## src/rtl/pim_result_accumulator_pkg.sv

```systemverilog
// pim_result_accumulator_pkg: shared sizes and state encoding for the result accumulator
package pim_result_accumulator_pkg;
  localparam int WIDTH = 8;
  localparam int CHUNK_SIZE = 2;
  localparam int PIM_UNIT_CAPACITY = 16;
  localparam int NUM_PIM_UNITS = 4;
  localparam int ELEMS = CHUNK_SIZE * CHUNK_SIZE;
  localparam int IDX_W = $clog2(ELEMS);
  typedef enum logic [1:0] {IDLE, ACCUM, DRAIN} acc_state_t;
endpackage

```

## src/rtl/pim_result_accumulator_if.sv

```systemverilog
// pim_result_accumulator_if: element stream from the accumulator to the output writer
interface pim_result_accumulator_if;
  import pim_result_accumulator_pkg::*;
  logic             valid;
  logic             ready;
  logic [WIDTH-1:0] data;
  logic [IDX_W-1:0] idx;
  logic             last;
  modport master (output valid, data, idx, last, input ready);
  modport slave (input valid, data, idx, last, output ready);
endinterface

```

## src/rtl/pim_result_accumulator_sum_tree.sv

```systemverilog
// pim_sum_tree: combinational per-element sum of all valid unit results in one cycle
module pim_sum_tree
  import pim_result_accumulator_pkg::*;
#(
  parameter int N = NUM_PIM_UNITS
) (
  input  logic [N-1:0]             valid,
  input  logic [N*ELEMS*WIDTH-1:0] data,
  output logic [ELEMS*WIDTH-1:0]   sum
);
  always_comb begin
    sum = '0;
    for (int e = 0; e < ELEMS; e++)
      for (int u = 0; u < N; u++)
        sum[e*WIDTH +: WIDTH] = sum[e*WIDTH +: WIDTH] + (valid[u] ? data[(u*ELEMS+e)*WIDTH +: WIDTH] : '0);
  end
endmodule

```

## src/rtl/pim_result_accumulator.sv

```systemverilog
// pim_result_accumulator: sums K-slice partial products per chunk, then streams the chunk out
module pim_result_accumulator
  import pim_result_accumulator_pkg::*;
#(
  parameter int NUM_UNITS = NUM_PIM_UNITS
) (
  input  logic                             clk,
  input  logic                             rst_n,
  input  logic                             start,
  input  logic [15:0]                      num_slices,
  input  logic [NUM_UNITS-1:0]             unit_valid,
  input  logic [NUM_UNITS*ELEMS*WIDTH-1:0] unit_result,
  output logic                             busy,
  output logic                             done,
  output logic                             err,
  pim_result_accumulator_if.master         o
);
  acc_state_t                       state, state_n;
  logic [ELEMS-1:0][WIDTH-1:0]      acc;
  logic [ELEMS*WIDTH-1:0]           sum;
  logic [15:0]                      remaining, n;
  logic [IDX_W-1:0]                 idx;
  logic                             accept, take, hs, last, err_n;
  pim_sum_tree #(.N(NUM_UNITS)) u_sum (.valid(unit_valid), .data(unit_result), .sum(sum));
  assign n       = 16'($countones(unit_valid));
  assign accept  = (state == IDLE) && start;
  assign take    = (state == ACCUM) && (n <= remaining);
  assign last    = idx == IDX_W'(ELEMS - 1);
  assign hs      = o.valid && o.ready;
  assign busy    = state != IDLE;
  assign o.valid = state == DRAIN;
  assign o.data  = acc[idx];
  assign o.idx   = idx;
  assign o.last  = o.valid && last;
  // An oversubscribed cycle is dropped whole; the units cannot be stalled, so err is the only trace.
  assign err_n   = (accept ? 1'b0 : err) | (|unit_valid && !take);
  always_comb begin
    state_n = state;
    case (state)
      IDLE:    state_n = accept ? (num_slices == '0 ? DRAIN : ACCUM) : IDLE;
      ACCUM:   state_n = (take && n == remaining) ? DRAIN : ACCUM;
      DRAIN:   state_n = (hs && last) ? IDLE : DRAIN;
      default: state_n = IDLE;
    endcase
  end
  always_ff @(posedge clk or negedge rst_n) begin
    if (!rst_n) begin
      state     <= IDLE;
      acc       <= '0;
      remaining <= '0;
      idx       <= '0;
      done      <= 1'b0;
      err       <= 1'b0;
    end else begin
      state <= state_n;
      done  <= hs && last;
      err   <= err_n;
      if (accept) begin
        acc       <= '0;
        remaining <= num_slices;
      end else if (take) begin
        for (int e = 0; e < ELEMS; e++) acc[e] <= acc[e] + sum[e*WIDTH +: WIDTH];
        remaining <= remaining - n;
      end
      if (hs) idx <= last ? '0 : idx + 1'b1;
    end
  end
endmodule
```

## src/flat_wrapper.sv

```systemverilog
// flat-port wrapper written by rule: the top's interface ports become plain ports
module pim_result_accumulator_flat import pim_result_accumulator_pkg::*;
#(
  parameter int NUM_UNITS = NUM_PIM_UNITS
)
  (clk, rst_n, start, num_slices, unit_valid, unit_result, busy, done, err, o_valid, o_data, o_idx, o_last, o_ready);
  pim_result_accumulator_if o_i ();
  input  logic clk;
  input  logic rst_n;
  input  logic start;
  input  logic [15:0] num_slices;
  input  logic [NUM_UNITS-1:0] unit_valid;
  input  logic [NUM_UNITS*ELEMS*WIDTH-1:0] unit_result;
  output logic busy;
  output logic done;
  output logic err;
  output wire logic [$bits(o_i.valid)-1:0] o_valid;
  output wire logic [$bits(o_i.data)-1:0] o_data;
  output wire logic [$bits(o_i.idx)-1:0] o_idx;
  output wire logic [$bits(o_i.last)-1:0] o_last;
  input wire logic [$bits(o_i.ready)-1:0] o_ready;
  assign o_valid = o_i.valid;
  assign o_data = o_i.data;
  assign o_idx = o_i.idx;
  assign o_last = o_i.last;
  assign o_i.ready = o_ready;
  pim_result_accumulator #(.NUM_UNITS(NUM_UNITS)) u_core (.clk(clk), .rst_n(rst_n), .start(start), .num_slices(num_slices), .unit_valid(unit_valid), .unit_result(unit_result), .busy(busy), .done(done), .err(err), .o(o_i));
endmodule
```

## config.mk

```make
export PLATFORM = sky130hd
export DESIGN_NAME = pim_result_accumulator_flat
export DESIGN_NICKNAME = d
export VERILOG_FILES = /design/src/rtl/pim_result_accumulator_pkg.sv /design/src/rtl/pim_result_accumulator_if.sv /design/src/rtl/pim_result_accumulator_sum_tree.sv /design/src/rtl/pim_result_accumulator.sv /design/src/flat_wrapper.sv
export SDC_FILE = /design/constraint.sdc
export NUM_CORES = 1
export LEC_CHECK = 0
export CAP_MARGIN = 5
export CORE_UTILIZATION = 45
export CTS_CLUSTER_DIAMETER = 80
export DETAILED_ROUTE_END_ITERATION = 7
export GPL_TIMING_DRIVEN = 0
export HOLD_SLACK_MARGIN = 0.03
export MAX_ROUTING_LAYER = met4
export PLACE_DENSITY = 0.76
export SLEW_MARGIN = 40
export SYNTH_ARGS = -nofsm -noshare
export SYNTH_HDL_FRONTEND = slang
export SYNTH_HIERARCHICAL = 1
export SYNTH_SLANG_ARGS = --single-unit
export TNS_END_PERCENT = 10
```

## constraint.sdc

```tcl
create_clock -name clk -period 2.7 [get_ports clk]
set_input_delay 0.405 -clock clk [delete_from_list [all_inputs] [get_ports clk]]
set_output_delay 0.405 -clock clk [all_outputs]
set_load 0.05 [all_outputs]
```

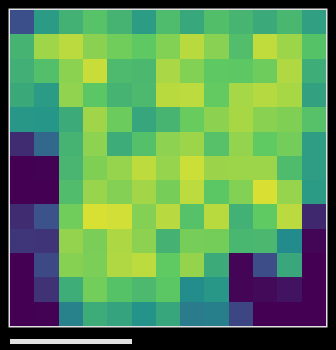
Fig. 1. Placement density heat map.
Bar = 50 um. The die is cut into 13 by 13 equal tiles; dark purple is low, yellow is high, 0 to 100% covered.
fullest tile: 94%
tiles over 75% full: 43%
nearly empty tiles: 9.5%

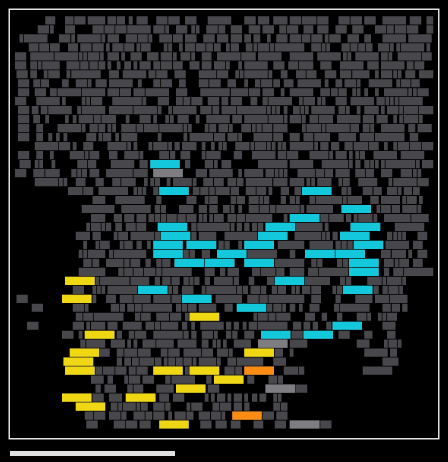
Fig. 2. Register map, names as in the netlist.
Bar = 50 um.
| name in the netlist | colour | sequential cells |
|---|---|---|
| u_core/acc | cyan | 32 |
| u_core/state | orange | 2 |
| u_core/remaining | yellow | 16 |
not coloured: 4

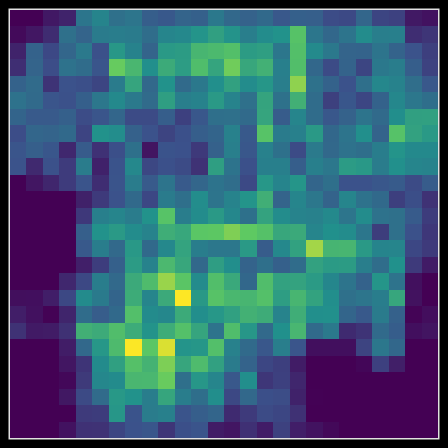
Fig. 3. Wire density map.
The die is cut into 26 by 26 equal tiles; dark purple is low, yellow is high, scaled to the fullest tile. Values are wire area over tile area, all layers added.
tiles over half the peak: 21%
fullest tile: 0.63
nearly empty tiles: 13%

==> datasheet_impl.txt <==
Implementation parameters

Parameter                              Value

Die
  Init Core Util .................. 46.14%
  Total Die Area .................. 0.01680 mm2
  Die H .................. 129.6 um
  Die Width .................. 129.6 um
  IO Count .................. 167

Clocking
  Max clock buf depth .................. 2
  TritonCTS clock tree .................. done
  Clock transition at the register clock pins on the worst setup and hold paths after CTS .................. 0.07 ns
  Post_cts resized .................. 123

Power and ir drop
  Combinational logic power .................. 0.00712 W
  Switching power share of the total .................. 46.06%
  Switching Power .................. 0.004409 W
  Worst IR Drop VDD .................. 0.5066 mV
  Power dissipated in sequential cells .................. 0.00170 W
  Largest power group .................. combinational logic
  Final total power .................. 0.009572 W

Critical path
  Reg-to-reg critical path startpoint .................. u_core/remaining[4]$_DFFE_PN0P_
  Cell family contributing the most delay on the critical path .................. adder cells
  Cell at the slowest stage of the critical path .................. sky130_fd_sc_hd__fa_1
  Endpoint kind of the worst setup timing path .................. flop
  Buffer-and-inverter tally for the worst setup path .................. 6
  Endpoint of the most critical setup path .................. u_core/acc[15]$_DFFE_PN0P_
  FF-to-FF setup slack .................. 0.07 ns
  Element type at the critical path start .................. input port
  Depth of the most critical reg-to-reg path .................. 6
  Number of cells on the critical path .................. 20

Layout
  Largest cell class by area .................. multi-input combinational cells
  Inverter count .................. 134
  Final cell count without fillers .................. 1297
  Final instance area .................. 0.01071 mm2
  Clock buffer count in the final layout .................. 5
  Number of inserted diodes .................. 0
  Multi-input gate area in the final layout .................. 0.005967 mm2
  Logic share of the area .................. 55.70%
  Register Area .................. 0.001351 mm2
  Top Registers .................. u_core/acc x32, u_core/remaining x16
  Non-Clock Buffer Area Fraction .................. 22.88%
  Sequential fraction of total cell area .................. 12.61%

Drt
  Final wirelength .................. 22200 um
  Total number of vias .................. 7026
  Final antenna-violating net count .................. 0
  Post-DR wirelength/cell .................. 17.11 um
  Count of TritonRoute iterations in the first routing pass .................. 5

Synth
  Gate count of the mapped netlist .................. 866
  Number of unique standard cell types used by synthesis .................. 58
  Yosys top cell by area .................. sky130_fd_sc_hd__dfrtp_1
  Simple Share, Synth .................. 20.91%
  Cell area after technology mapping .................. 0.007330 mm2
  Most instantiated cells after synthesis .................. sky130_fd_sc_hd__inv_1 (134), sky130_fd_sc_hd__nand2_1 (101), sky130_fd_sc_hd__and2_1 (65)
  Count of flip-flops with a built-in enable after synthesis .................. 0
  Most instantiated library cell after synthesis .................. sky130_fd_sc_hd__inv_1
  Cell count in the Yosys report .................. 866
  Synthesis area per yosys .................. 0.007330 mm2
  Tally of yosys warning messages .................. 6

STA
  Final Hold Viols .................. 0
  Setup violations, final .................. 49
  Least-Margin Pin Slew .................. 0.8344 ns
  Unrepaired setup endpoints after global routing .................. yes
  Minimum clock period after layout .................. 4.135 ns
  Worst path setup slack after routing .................. -1.435 ns
  Hold_ws .................. 0.4670 ns

Global routing
  Top Usage Layer GRT .................. met2
  Number of global-route vias before repair .................. 6720
  Met2 demand-to-capacity share in global routing .................. 46.68%
  Largest net degree at the start of global routing .................. 44
  Global-route wire length before repair .................. 33220 um
  GRT Residual Overflow .................. 0
  Antenna violations before repair .................. 0

Flow run
  Total number of warnings across the stage logs .................. 30

Min path
  Start point of the worst min-delay path .................. unit_valid[2]
  Number of stages on the worst hold path .................. 3
  Min-Delay Endpoint .................. u_core/err$_DFF_PN0_

Status
  Failing checks .................. setup timing
  Run status .................. finished with violations

Place
  Total cell area at the placement stage .................. 0.009473 mm2
  Worst slack after detailed placement .................. -2.626 ns
  DP Cell Count .................. 1249
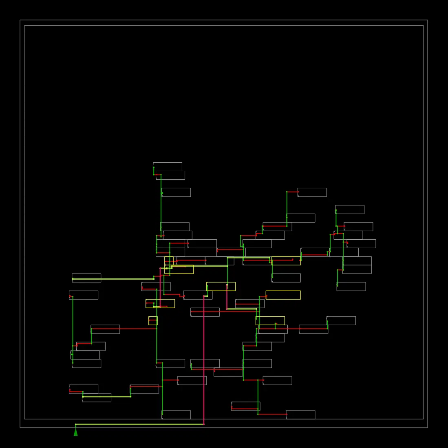
Fig. 4. Clock wiring as the flow saved it.
power dissipated in the clock network: 0.000745 W
TritonCTS sink count: 54
insertion delay of the later-clocked pin in the worst-skew pair: 0.29 ns
number of buffers created by CTS: 5

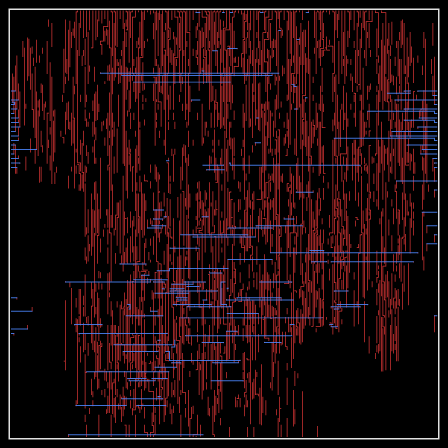
Fig. 5. Metal layers overlaid.
Two of the layers only.
| layer | colour | wire length |
|---|---|---|
| metal 2 | red | 11600 um |
| metal 3 | blue | 1210 um |

Power figures rest on the tool's default switching activity, not on a simulated workload.
